$ cat src/rtl/dsi_video_pkg.sv
// Shared types and timing helpers for the DSI video path.
package dsi_video_pkg;

  typedef enum logic [1:0] {
    ST_IDLE   = 2'd0,
    ST_ACTIVE = 2'd1,
    ST_HBLANK = 2'd2,
    ST_VBLANK = 2'd3
  } state_e;

  localparam int BPP_DEF = 24;

  function automatic int line_cycles(input int h_active, input int bpp, input int h_blank);
    return h_active * bpp + h_blank;
  endfunction

endpackage

$ cat src/rtl/dsi_video_scheduler.sv
// Free-running frame/line timing: one serializer load per BPP-cycle pixel slot,
// horizontal/vertical blanking, and line/frame markers.
module dsi_video_scheduler
  import dsi_video_pkg::*;
#(
  parameter int H_ACTIVE = 640,
  parameter int V_ACTIVE = 480,
  parameter int H_BLANK  = 16,
  parameter int V_BLANK  = 4,
  parameter int BPP      = BPP_DEF
) (
  input  logic           clk,
  input  logic           rst,
  input  logic           enable,
  input  logic [BPP-1:0] pix_data,
  input  logic           pix_valid,
  output logic           pix_ready,
  output logic           ser_load,
  output logic [BPP-1:0] ser_pixel,
  output logic           line_start,
  output logic           frame_start,
  output logic           blanking,
  output logic           underflow
);

  localparam int LC      = line_cycles(H_ACTIVE, BPP, H_BLANK);
  localparam int VB_CYC  = V_BLANK * LC;
  localparam int BLK_MAX = (VB_CYC > H_BLANK) ? VB_CYC : H_BLANK;
  localparam int LW = (V_ACTIVE > 1) ? $clog2(V_ACTIVE) : 1;
  localparam int PW = (H_ACTIVE > 1) ? $clog2(H_ACTIVE) : 1;
  localparam int BW = (BPP > 1)      ? $clog2(BPP)      : 1;
  localparam int KW = (BLK_MAX > 1)  ? $clog2(BLK_MAX)  : 1;

  localparam logic [LW-1:0] LINE_LAST = LW'(V_ACTIVE - 1);
  localparam logic [PW-1:0] PIX_LAST  = PW'(H_ACTIVE - 1);
  localparam logic [BW-1:0] BIT_LAST  = BW'(BPP - 1);
  localparam logic [KW-1:0] HB_LAST   = KW'(H_BLANK - 1);
  // VBLANK is unreachable when V_BLANK==0; keep the constant non-negative anyway.
  localparam logic [KW-1:0] VB_LAST   = KW'(((VB_CYC > 0) ? VB_CYC : 1) - 1);

  state_e         state_q, state_d;
  logic [LW-1:0]  line_q, line_d;
  logic [PW-1:0]  pixel_q, pixel_d;
  logic [BW-1:0]  bit_q, bit_d;
  logic [KW-1:0]  blk_q, blk_d;
  logic [BPP-1:0] hold_q, hold_d;
  logic           under_q, under_d;
  logic           slot, eof;

  always_comb begin
    state_d = state_q;
    line_d  = line_q;
    pixel_d = pixel_q;
    bit_d   = bit_q;
    blk_d   = blk_q;
    eof     = 1'b0;

    // Slot start: the load strobe and the upstream handshake share this cycle.
    slot        = (state_q == ST_ACTIVE) && (bit_q == '0);
    pix_ready   = slot;
    ser_load    = slot;
    ser_pixel   = slot ? (pix_valid ? pix_data : '0) : hold_q;
    hold_d      = ser_pixel;
    under_d     = under_q | (slot & ~pix_valid);
    underflow   = under_d;
    line_start  = slot && (pixel_q == '0);
    frame_start = line_start && (line_q == '0);
    blanking    = (state_q != ST_ACTIVE);

    case (state_q)
      ST_IDLE: begin
        if (enable) begin
          state_d = ST_ACTIVE;
          line_d  = '0;
          pixel_d = '0;
          bit_d   = '0;
        end
      end
      ST_ACTIVE: begin
        if (bit_q == BIT_LAST) begin
          bit_d = '0;
          if (pixel_q == PIX_LAST) begin
            pixel_d = '0;
            blk_d   = '0;
            state_d = ST_HBLANK;
          end else begin
            pixel_d = pixel_q + PW'(1);
          end
        end else begin
          bit_d = bit_q + BW'(1);
        end
      end
      ST_HBLANK: begin
        if (blk_q == HB_LAST) begin
          blk_d = '0;
          if (line_q != LINE_LAST) begin
            line_d  = line_q + LW'(1);
            state_d = ST_ACTIVE;
          end else if (V_BLANK > 0) begin
            state_d = ST_VBLANK;
          end else begin
            eof = 1'b1;
          end
        end else begin
          blk_d = blk_q + KW'(1);
        end
      end
      ST_VBLANK: begin
        if (blk_q == VB_LAST) begin
          blk_d = '0;
          eof   = 1'b1;
        end else begin
          blk_d = blk_q + KW'(1);
        end
      end
      default: state_d = ST_IDLE;
    endcase

    // enable is only honoured at frame boundaries, so frames are never cut short.
    if (eof) begin
      line_d  = '0;
      pixel_d = '0;
      bit_d   = '0;
      state_d = enable ? ST_ACTIVE : ST_IDLE;
    end
  end

  always_ff @(posedge clk or posedge rst) begin
    if (rst) begin
      state_q <= ST_IDLE;
      line_q  <= '0;
      pixel_q <= '0;
      bit_q   <= '0;
      blk_q   <= '0;
      hold_q  <= '0;
      under_q <= 1'b0;
    end else begin
      state_q <= state_d;
      line_q  <= line_d;
      pixel_q <= pixel_d;
      bit_q   <= bit_d;
      blk_q   <= blk_d;
      hold_q  <= hold_d;
      under_q <= under_d;
    end
  end

endmodule

$ cat config.mk
export PLATFORM = sky130hd
export DESIGN_NAME = dsi_video_scheduler
export DESIGN_NICKNAME = d
export VERILOG_FILES = /design/src/rtl/dsi_video_pkg.sv /design/src/rtl/dsi_video_scheduler.sv
export SDC_FILE = /design/constraint.sdc
export NUM_CORES = 1
export LEC_CHECK = 0
export ABC_AREA = 1
export CORE_MARGIN = 8
export CORE_UTILIZATION = 40
export CTS_CLUSTER_SIZE = 8
export DETAILED_ROUTE_END_ITERATION = 10
export DONT_BUFFER_PORTS = 1
export GPL_TIMING_DRIVEN = 1
export PLACE_DENSITY = 0.5
export SETUP_SLACK_MARGIN = 0.15
export SLEW_MARGIN = 15
export SYNTH_ARGS = -nofsm -noshare
export SYNTH_HDL_FRONTEND = slang
export SYNTH_SLANG_ARGS = --single-unit
$ cat constraint.sdc
create_clock -name clk -period 3.6 [get_ports clk]
set_input_delay 1.08 -clock clk [delete_from_list [all_inputs] [get_ports clk]]
set_output_delay 1.08 -clock clk [all_outputs]
set_load 0.01 [all_outputs]
==> flow_summary_export.csv, run 1 <==
group,metric,value,unit
hold_path,min-delay-path-class,"reg2reg",
synth,synth-seq-area-share,41.1,%
die,core_area,10100,um2
worst_setup_path,critPathKind,"reg2out",
global_route,first_global_vias,3439,
detailed_routing,drt_drc_violations_left,0,
timing,report.final.slew_viol_count,0,
placed_design,placed_cells_incl_taps,676,
layout,growth_of_design_area_from_synthesis_to_finish,7.91,%
pwr,power.largest_group,"combinational cells",
layout,n_multi_input_combinational_cell,406,
global_route,grt_start_max_net_pins,53,
layout,utilization,43.6,%
synth,yosys-dominant-comb-family,"simple AND/OR/NAND/NOR gates",
layout,n_fill_cell,1102,
placed_design,placedInstanceArea,4160,um2
synth,post_synth_simple_gate_area,37.4,%
layout,drive_gt1_share,8.81,%
global_route,grt_antenna_before_repair,0,
worst_setup_path,critical_path.cell_chain,"inv_1 > ha_1 > nand4_1 > buf_4 > o21ai_0",
run,openroad.warnings,32,
cts,cts_hold_buf,0,
layout,clock_cell_area_share,5.46,%
synth,flip_flops_with_a_built_in_enable,0,
synth,synth_xor_xnor_area_share,2.79,%
die,core.rowCount,37,
worst_setup_path,critPathBufInv,2,
synth,top_cells_by_count,"188 x sky130_fd_sc_hd__nand2_1, 67 x sky130_fd_sc_hd__dfrtp_1, 58 x sky130_fd_sc_hd__inv_1",
layout,register_area,1680,um2
pwr,power.share.clock,28.6,%
layout,layout.nets,590,
pwr,seq_cell_power,0.966,mW
timing,finalHoldWorstSlack,518,ps
timing,setup_repair_after_global_routing_missed_its_margin,"no",
layout,area.share.combinational,46.4,%
die,die_area,13700,um2
layout,mostFrequentLayoutCells,"188 x sky130_fd_sc_hd__nand2_1, 67 x sky130_fd_sc_hd__dfrtp_1, 57 x sky130_fd_sc_hd__inv_1",
run_status,outcome,"complete, no violations",
worst_setup_path,cp_data_required_time,2520,ps
layout,largest_reg_flops,24,
placed_design,globalplace.congestion,0.835,
synth,area_reported_by_yosys_stat,4080,um2
hold_path,worst_hold_startpoint,"blk_q[1]",
pwr,p_int,1.60,mW
worst_setup_path,r2r_slack,1280,ps
worst_setup_path,timing.rr.start,"state_q[1]",
cts,cts_setup_buffers,0,
pwr,finalPower,2.74,mW
worst_setup_path,worst_ep_arrival_time,2120,ps
synth,adder_and_majority_gate_portion_of_the_synthesized_area,3.37,%
cts,clock_tree.htree_level_count,3,
detailed_routing,wl_met2,4260,um
synth,synth_async_sr_flop_share,100,%
timing,finalCritPeriodShare,88.8,%
worst_setup_path,setup.worst_path.end,"ser_pixel[5]",
timing,post-route-min-period,3200,ps
detailed_routing,drt_iter0_drc,215,
synth,post_synth.cell_area_avg,7.34,um2
synth,synthDominantCellAreaShare,41.1,%
global_route,globalRouteOverflowTotal,0,
detailed_routing,dr_wl_met3,589,um
worst_setup_path,worst_r2r_dst,"pixel_q[7]",
global_route,globalRoute.busiestLayer,"met2",
detailed_routing,avgViaCountPerCell,4.92,
timing,worstMarginPinSlew,680,ps
detailed_routing,num_vias,3406,
die,ios,58,
detailed_routing,route.layer.met1.wl,4360,um
cts,cts_tree,"yes",
worst_setup_path,critical_path.slowest_cell,"sky130_fd_sc_hd__o21ai_0",
detailed_routing,route.antenna.remaining_nets,0,
cts,worstSkewPairLatency,350,ps
pwr,power_density,623,nW/um2
global_route,grt.total_usage,15.0,%
placed_design,post-place-ws,754,ps
die,nWellTaps,136,
layout,clkbuf_count,10,
cts,clkSinkCount,67,
synth,postSynthNetCount,595,
placed_design,place.detailed.hpwl,6720,um
worst_setup_path,slowest_delay,480,ps
layout,num-nonclk-inverters,62,
run_1/layer_met3.png
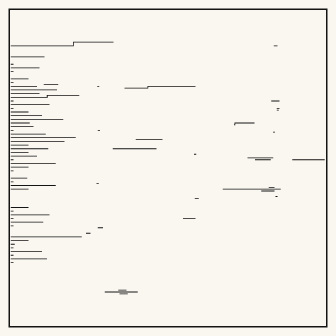
wire length on this layer: 589 um
longest straight run: 26.0 um
share of all routed wire: 6.2%
nets with wire on the layer: 64

run_1/layer_met2.png
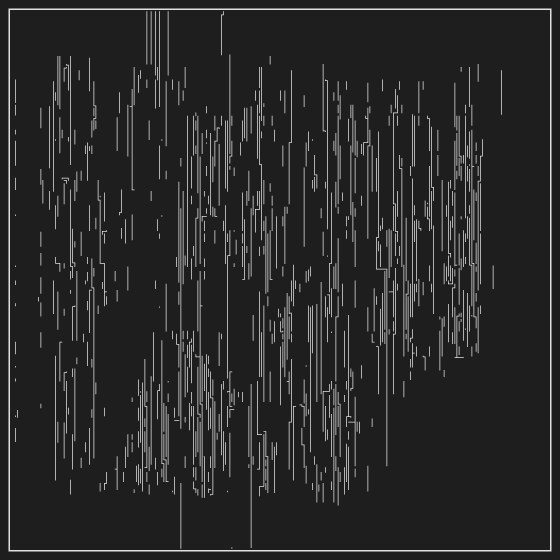
share of all routed wire: 45%
nets with wire on the layer: 426
wire length on this layer: 4,260 um
main direction: vertical

run_1/layer_met1.png
Supply wires on this layer in grey.
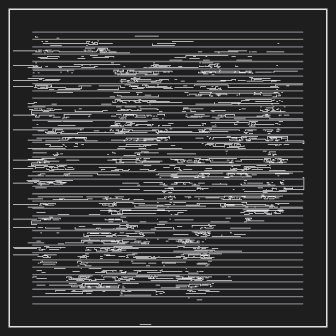
wire length on this layer: 4,360 um
longest straight run: 25.8 um
main direction: horizontal
share of all routed wire: 46%

run_1/layer_met4.png
Bar = 20 um. Supply wires on this layer in grey. Cells faint in the background.
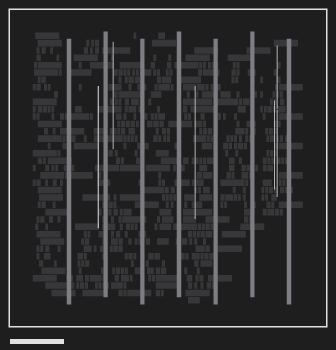
wire length on this layer: 229 um
longest straight run: 52.4 um

run_1/clocks.png
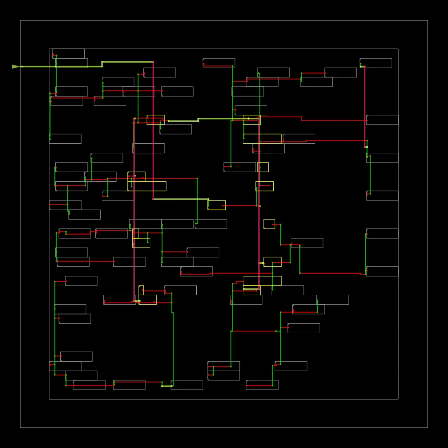

==> inputs of run 2 (changes only) <==
CTS_BUF_LIST = sky130_fd_sc_hd__clkbuf_4   (was not set)
clock period = 3.3 ns   (was 3.6 ns; I/O delays follow)
run_2/clocks.png
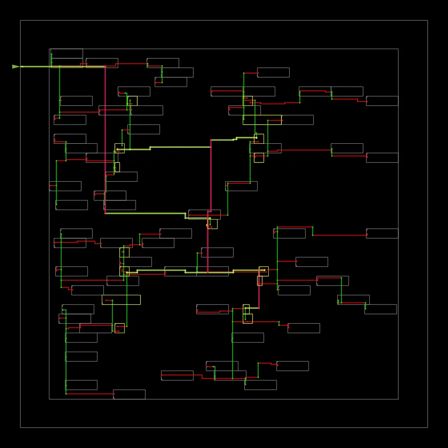
total CTS buffers: 9
total number of sequential cells: 67
clock latency at the later pin of the worst-skew pair: 420 ps
total clock sinks: 67

==> run 2 against run 1 <==
  * Clock power fell by 21%
  * Register-to-register slack worse by 340 ps
  * Core utilization shrank 0.66 points
  * Wire length decreased by 1.3%
  * First-iteration DRC count is 26% lower
  * Worst hold slack got worse by 0.51 ps
  * Sequential power grew 9%
  * Cell area is 1.5% lower
  * Worst setup slack lost 180 ps
  * Critical path type unchanged
  * Largest power group unchanged
==> flow_summary_export.csv, run 2 <==
group,metric,value,unit
placed_design,globalplace.congestion,0.811,
synth,synth_async_sr_flop_share,100,%
synth,post_synth_simple_gate_area,37.4,%
timing,finalHoldWorstSlack,517,ps
detailed_routing,num_vias,3449,
timing,worstMarginPinSlew,881,ps
worst_setup_path,slowest_delay,430,ps
detailed_routing,wl_met2,4100,um
run_status,outcome,"complete, no violations",
layout,num-nonclk-inverters,62,
global_route,globalRouteOverflowTotal,0,
die,nWellTaps,136,
layout,layout.nets,591,
timing,min_setup_slack_post_route,229,ps
die,core.rowCount,37,
worst_setup_path,critPathKind,"reg2out",
placed_design,buffer_ports.inserted,0,
global_route,grt_util_met2,22.6,%
pwr,seq_cell_power,1.05,mW
cts,cts_hold_buf,0,
layout,largest_reg_flops,24,
layout,register_area,1680,um2
layout,clock_cell_area_share,3.58,%
global_route,first_global_vias,3449,
global_route,grt_antenna_before_repair,0,
cts,clk_path_buf_depth,2,
cts,cts_setup_buffers,0,
detailed_routing,route.layer.met1.wl,4460,um
die,core_area,10100,um2
pwr,power.share.clock,22.1,%
pwr,power_density,645,nW/um2
layout,utilization,43.0,%
worst_setup_path,r2r_slack,940,ps
layout,largest_regs,"hold_q: 24 flops, blk_q: 16 flops, pixel_q: 10 flops",
detailed_routing,route.antenna.remaining_nets,0,
layout,drive_gt1_share,9.16,%
pwr,combinationalPower,1.13,mW
global_route,globalRoute.busiestLayer,"met2",
synth,synth_xor_xnor_area_share,2.79,%
worst_setup_path,critical_path.slowest_cell,"sky130_fd_sc_hd__dfrtp_1",
synth,yosys-dominant-comb-family,"simple AND/OR/NAND/NOR gates",
cts,clock_tree.htree_level_count,3,
timing,report.final.slew_viol_count,0,
synth,synth-seq-area-share,41.1,%
die,ios,58,
die,die_area,13700,um2
timing,post-route-min-period,3070,ps
detailed_routing,drt_iter0_drc,159,
placed_design,post-place-ws,528,ps
cts,cts_tree,"yes",
worst_setup_path,setup.worst_path.end,"ser_pixel[3]",
synth,postSynthNetCount,595,
layout,area.share.combinational,47.3,%
timing,finalHoldViolCount,0,
synth,synthDominantCellAreaShare,41.1,%
synth,adder_and_majority_gate_portion_of_the_synthesized_area,3.37,%
worst_setup_path,cp_data_required_time,2310,ps
worst_setup_path,critPathBufInv,2,
synth,flip_flops_with_a_built_in_enable,0,
layout,mostFrequentLayoutCells,"188 x sky130_fd_sc_hd__nand2_1, 67 x sky130_fd_sc_hd__dfrtp_1, 57 x sky130_fd_sc_hd__inv_1",
worst_setup_path,end_kind,"primary output",
placed_design,place.detailed.hpwl,6520,um
layout,n_multi_input_combinational_cell,406,
pwr,finalPower,2.80,mW
timing,finalCritPeriodShare,93.1,%
detailed_routing,dr_wl_met3,610,um
detailed_routing,avgViaCountPerCell,4.98,
placed_design,placed_cells_incl_taps,677,
timing,setup_repair_after_global_routing_missed_its_margin,"yes",
global_route,grt.total_usage,14.5,%
worst_setup_path,worst_ep_arrival_time,2080,ps
layout,n_fill_cell,1098,
cts,postCtsResizedCells,1,
pwr,p_int,1.57,mW
detailed_routing,drt_drc_violations_left,0,
layout,final-comb-area,2050,um2
pwr,power.largest_group,"combinational cells",
worst_setup_path,timing.rr.start,"state_q[0]",
synth,post_synth.cell_area_avg,7.34,um2
placed_design,placedInstanceArea,4170,um2
worst_setup_path,critical_path.cell_chain,"inv_1 > ha_2 > nand4_1 > buf_6 > o21ai_0",
worst_setup_path,worst_r2r_dst,"pixel_q[9]",
run,openroad.warnings,34,
layout,growth_of_design_area_from_synthesis_to_finish,6.29,%
synth,top_area_cell,"sky130_fd_sc_hd__dfrtp_1",
hold_path,worst_hold_startpoint,"hold_q[9]",
hold_path,min-delay-path-class,"reg2reg",
synth,area_reported_by_yosys_stat,4080,um2
layout,clkbuf_count,10,
global_route,grt_start_max_net_pins,68,
synth,top_cells_by_count,"188 x sky130_fd_sc_hd__nand2_1, 67 x sky130_fd_sc_hd__dfrtp_1, 58 x sky130_fd_sc_hd__inv_1",
synth,ys.flop_type,"sky130_fd_sc_hd__dfrtp_1",
run_2/layer_met3.png
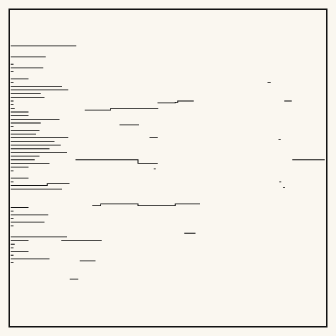
wire length on this layer: 611 um
nets with wire on the layer: 58
share of all routed wire: 6.6%
longest straight run: 23.9 um

run_2/layer_met2.png
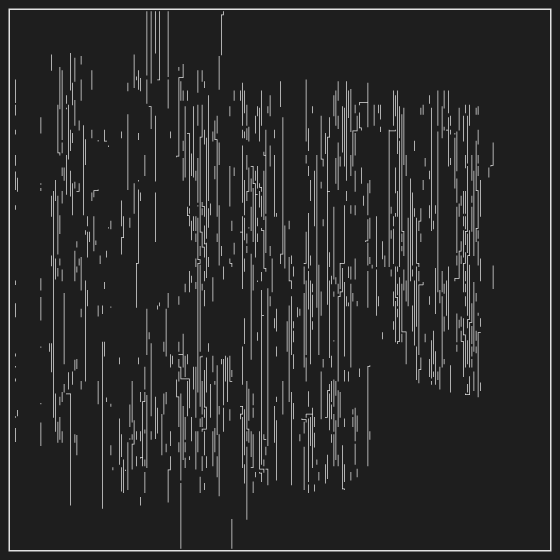

==> inputs of run 3 (changes only) <==
PLACE_DENSITY = 0.52   (was 0.5)
clock period = 2.7 ns   (was 3.3 ns; I/O delays follow)
run_3/layer_met2.png
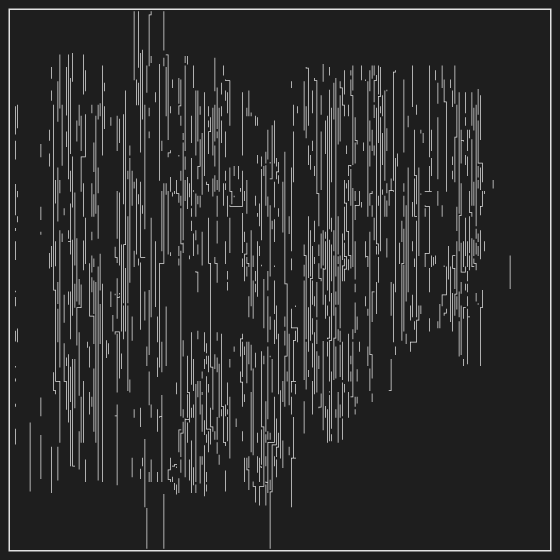
met2 Usage GRT: 28.7%
number of vias in the routed layout: 3,707
wirelength, routed: 11,000 um

==> run 3 against run 2 <==
  * Via count grew 7.5%
  * Register-to-register slack lost 860 ps
  * Cell area grew 21%
  * Critical path depth grew 16
  * Non-clock buffer count grew 40
  * Clock skew shrank 6.7 ps
  * First-iteration DRC count grew 100%
  * Clock power grew 14%
  * Worst hold slack lost 220 ps
  * Sequential share of layout area shrank 6.6 points
  * Area after synthesis is the same
  * Critical endpoint is now bit_q[0]
  * Largest power group unchanged
==> flow_summary_export.csv, run 3 <==
group,metric,value,unit
detailed_routing,wl_per_cell,15.0,um
hold_path,min-delay-path-class,"in2async",
layout,sequential_cell_total,67,
cts,postCtsResizedCells,112,
die,ios,58,
placed_design,post-place-ws,377,ps
synth,aoi_share,6.50,%
layout,layout.buffer.nonclock.area_share,10.2,%
worst_setup_path,setup.worst_path.end,"bit_q[0]",
timing,finalHoldWorstSlack,292,ps
cts,worstSkewPairLatency,420,ps
die,die_height,117,um
timing,slew_headroom,65.9,%
die,die_area,13700,um2
worst_setup_path,most_numerous_cell_on_the_critical_path,"sky130_fd_sc_hd__buf_4",
layout,n_multi_input_combinational_cell,406,
die,core.rowCount,37,
cts,total_cts_buffers,9,
synth,synth-cells-yosys,556,
synth,synth_area,4080,um2
worst_setup_path,cp_num_cells,21,
timing,setup_repair_after_global_routing_missed_its_margin,"yes",
layout,largest_reg_flops,24,
layout,drive_gt1_share,25.1,%
worst_setup_path,r2r_cells,21,
cts,ctsRootBufferMaster,"sky130_fd_sc_hd__clkbuf_4",
synth,synth.distinct_cells,34,
synth,flip_flops_with_a_built_in_enable,0,
pwr,power.share.clock,14.9,%
detailed_routing,route.top_layer_used,"met4",
global_route,grt_start_max_net_pins,34,
pwr,power_density,899,nW/um2
timing,finalHoldViolCount,0,
timing,setup_violations,0,
synth,synth.mux.area_fraction,0,%
layout,utilization,51.9,%
cts,clkSinkCount,67,
layout,post-route-cell-area,5240,um2
pwr,seq_cell_power,1.33,mW
detailed_routing,dr_wl_met3,696,um
pwr,switching_share,44.5,%
cts,cts_setup_buffers,24,
die,die_x,117,um
worst_setup_path,end_kind,"register",
global_route,first_global_vias,3866,
synth,netlist_instances,556,
synth,most_common_cell,"sky130_fd_sc_hd__nand2_1",
pwr,finalPower,4.71,mW
detailed_routing,drt_drc_violations_left,0,
timing,finalCritPeriodShare,97.1,%
global_route,global_route.usage.met3,4.26,%
synth,post_synth_simple_gate_area,37.4,%
worst_setup_path,worst_r2r_dst,"bit_q[0]",
timing,report.final.slew_viol_count,0,
placed_design,globalplace.congestion,0.786,
cts,cts_tree,"yes",
pwr,ir_worst_vdd,0.682,mV
layout,register_area,1680,um2
detailed_routing,drt_iter0_drc,319,
timing,min_setup_slack_post_route,79.4,ps
placed_design,buffer_ports.inserted,0,
layout,clkbuf_count,11,
detailed_routing,drt_pre_antenna_iters,4,
timing,post-route-min-period,2620,ps
detailed_routing,route.layer.met1.wl,4730,um
pwr,combinationalPower,2.67,mW
synth,netlist_top_cells_area,"sky130_fd_sc_hd__dfrtp_1 41%, sky130_fd_sc_hd__nand2_1 17%, sky130_fd_sc_hd__nand3_1 6.5%",
timing,worstMarginPinSlew,511,ps
pwr,power.largest_group,"combinational cells",
layout,growth_of_design_area_from_synthesis_to_finish,28.4,%
die,starting_utilization_of_the_core_area,40.4,%
layout,seqAreaFraction,32.1,%
synth,synth_xor_xnor_area_share,2.79,%
detailed_routing,avgViaCountPerCell,5.06,
synth,synth-seq-cells,67,
detailed_routing,wl_met2,5400,um
layout,largest_regs,"hold_q: 24 flops, blk_q: 16 flops, pixel_q: 10 flops",
layout,num-nonclk-inverters,62,
global_route,grt.total_usage,16.9,%
synth,synth-seq-area-share,41.1,%
pwr,switchingPower,2.10,mW
die,nWellTaps,136,
placed_design,placedInstanceArea,4220,um2
placed_design,place.detailed.hpwl,6680,um
global_route,grt_antenna_before_repair,0,
synth,top_cells_by_count,"188 x sky130_fd_sc_hd__nand2_1, 67 x sky130_fd_sc_hd__dfrtp_1, 58 x sky130_fd_sc_hd__inv_1",
timing,setup_total_negative_slack,0,ps
worst_setup_path,critPathLaunchType,"register",
die,core_area,10100,um2
layout,largestClassByArea,"multi-input combinational cells",
global_route,globalRouteOverflowTotal,0,
worst_setup_path,r2r_slack,80,ps
layout,clock_cell_area_share,2.60,%
layout,mostFrequentLayoutCells,"167 x sky130_fd_sc_hd__nand2_1, 65 x sky130_fd_sc_hd__dfrtp_1, 52 x sky130_fd_sc_hd__inv_1, 52 x sky130_fd_sc_hd__nand3_1, 36 x sky130_fd_sc_hd__nor2_1",
pwr,p_int,2.62,mW
worst_setup_path,slowest_delay,390,ps
pwr,seqPwrFrac,28.3,%
global_route,globalRoute.busiestLayer,"met2",
synth,yosys_warnings,0,
cts,cts_hold_buf,0,
worst_setup_path,crit_family,"buffers and inverters",
worst_setup_path,timing.rr.start,"bit_q[0]",
layout,largest-register,"hold_q",
worst_setup_path,worst_ep_arrival_time,2940,ps
placed_design,placed_cells_incl_taps,681,
worst_setup_path,critPathBufInv,18,
layout,final-comb-area,2480,um2
synth,synthDominantCellAreaShare,41.1,%
run_status,outcome,"complete, no violations",
synth,adder_and_majority_gate_portion_of_the_synthesized_area,3.37,%
cts,clk_path_buf_depth,2,
worst_setup_path,critical_path.cell_chain,"inv_2 > buf_6 > buf_6 > buf_6 > buf_4 > buf_4 > buf_4 > buf_4 > buf_4 > buf_4 > buf_4 > buf_4 > buf_4 > buf_4 > buf_6 > buf_6 > buf_4 > nand3_2 > nand2_2 > o21ai_2 > inv_1",
timing,worst_clock_skew,14.9,ps
synth,area_reported_by_yosys_stat,4080,um2
layout,area.share.combinational,47.4,%
synth,ys.flop_type,"sky130_fd_sc_hd__dfrtp_1",
cts,clk_pin_slew_worst_paths,130,ps
pwr,powerClk,0.704,mW
synth,postSynthNetCount,595,
synth,top_area_cell,"sky130_fd_sc_hd__dfrtp_1",
worst_setup_path,worstSetupStartpoint,"bit_q[0]",
detailed_routing,route.antenna.remaining_nets,0,
worst_setup_path,critPathKind,"reg2reg",
pwr,power.leakage,2.55,nW
run,openroad.warnings,34,
worst_setup_path,cp_data_required_time,3020,ps
worst_setup_path,critical_path.slowest_cell,"sky130_fd_sc_hd__dfrtp_1",
layout,fin_cells,733,
run,max_cap_violations,0,
layout,n_fill_cell,980,
synth,yosys-dominant-comb-family,"simple AND/OR/NAND/NOR gates",
global_route,first_pass_grt_wire_length,18300,um
synth,synth_async_sr_flop_share,100,%
synth,post_synth.cell_area_avg,7.34,um2
cts,clock_tree.htree_level_count,3,
layout,layout.nets,631,
worst_setup_path,critPathMaxFanout,2,
layout,layout_top_cell,"sky130_fd_sc_hd__nand2_1",
run_3/layer_met3.png
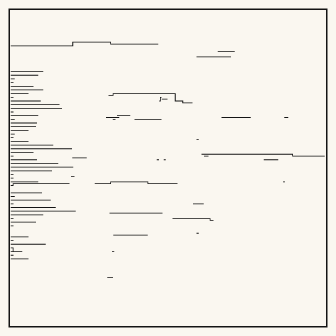
wire length on this layer: 697 um
nets with wire on the layer: 69
main direction: horizontal

No activity file was given, so power comes from the tool's default toggle rates.
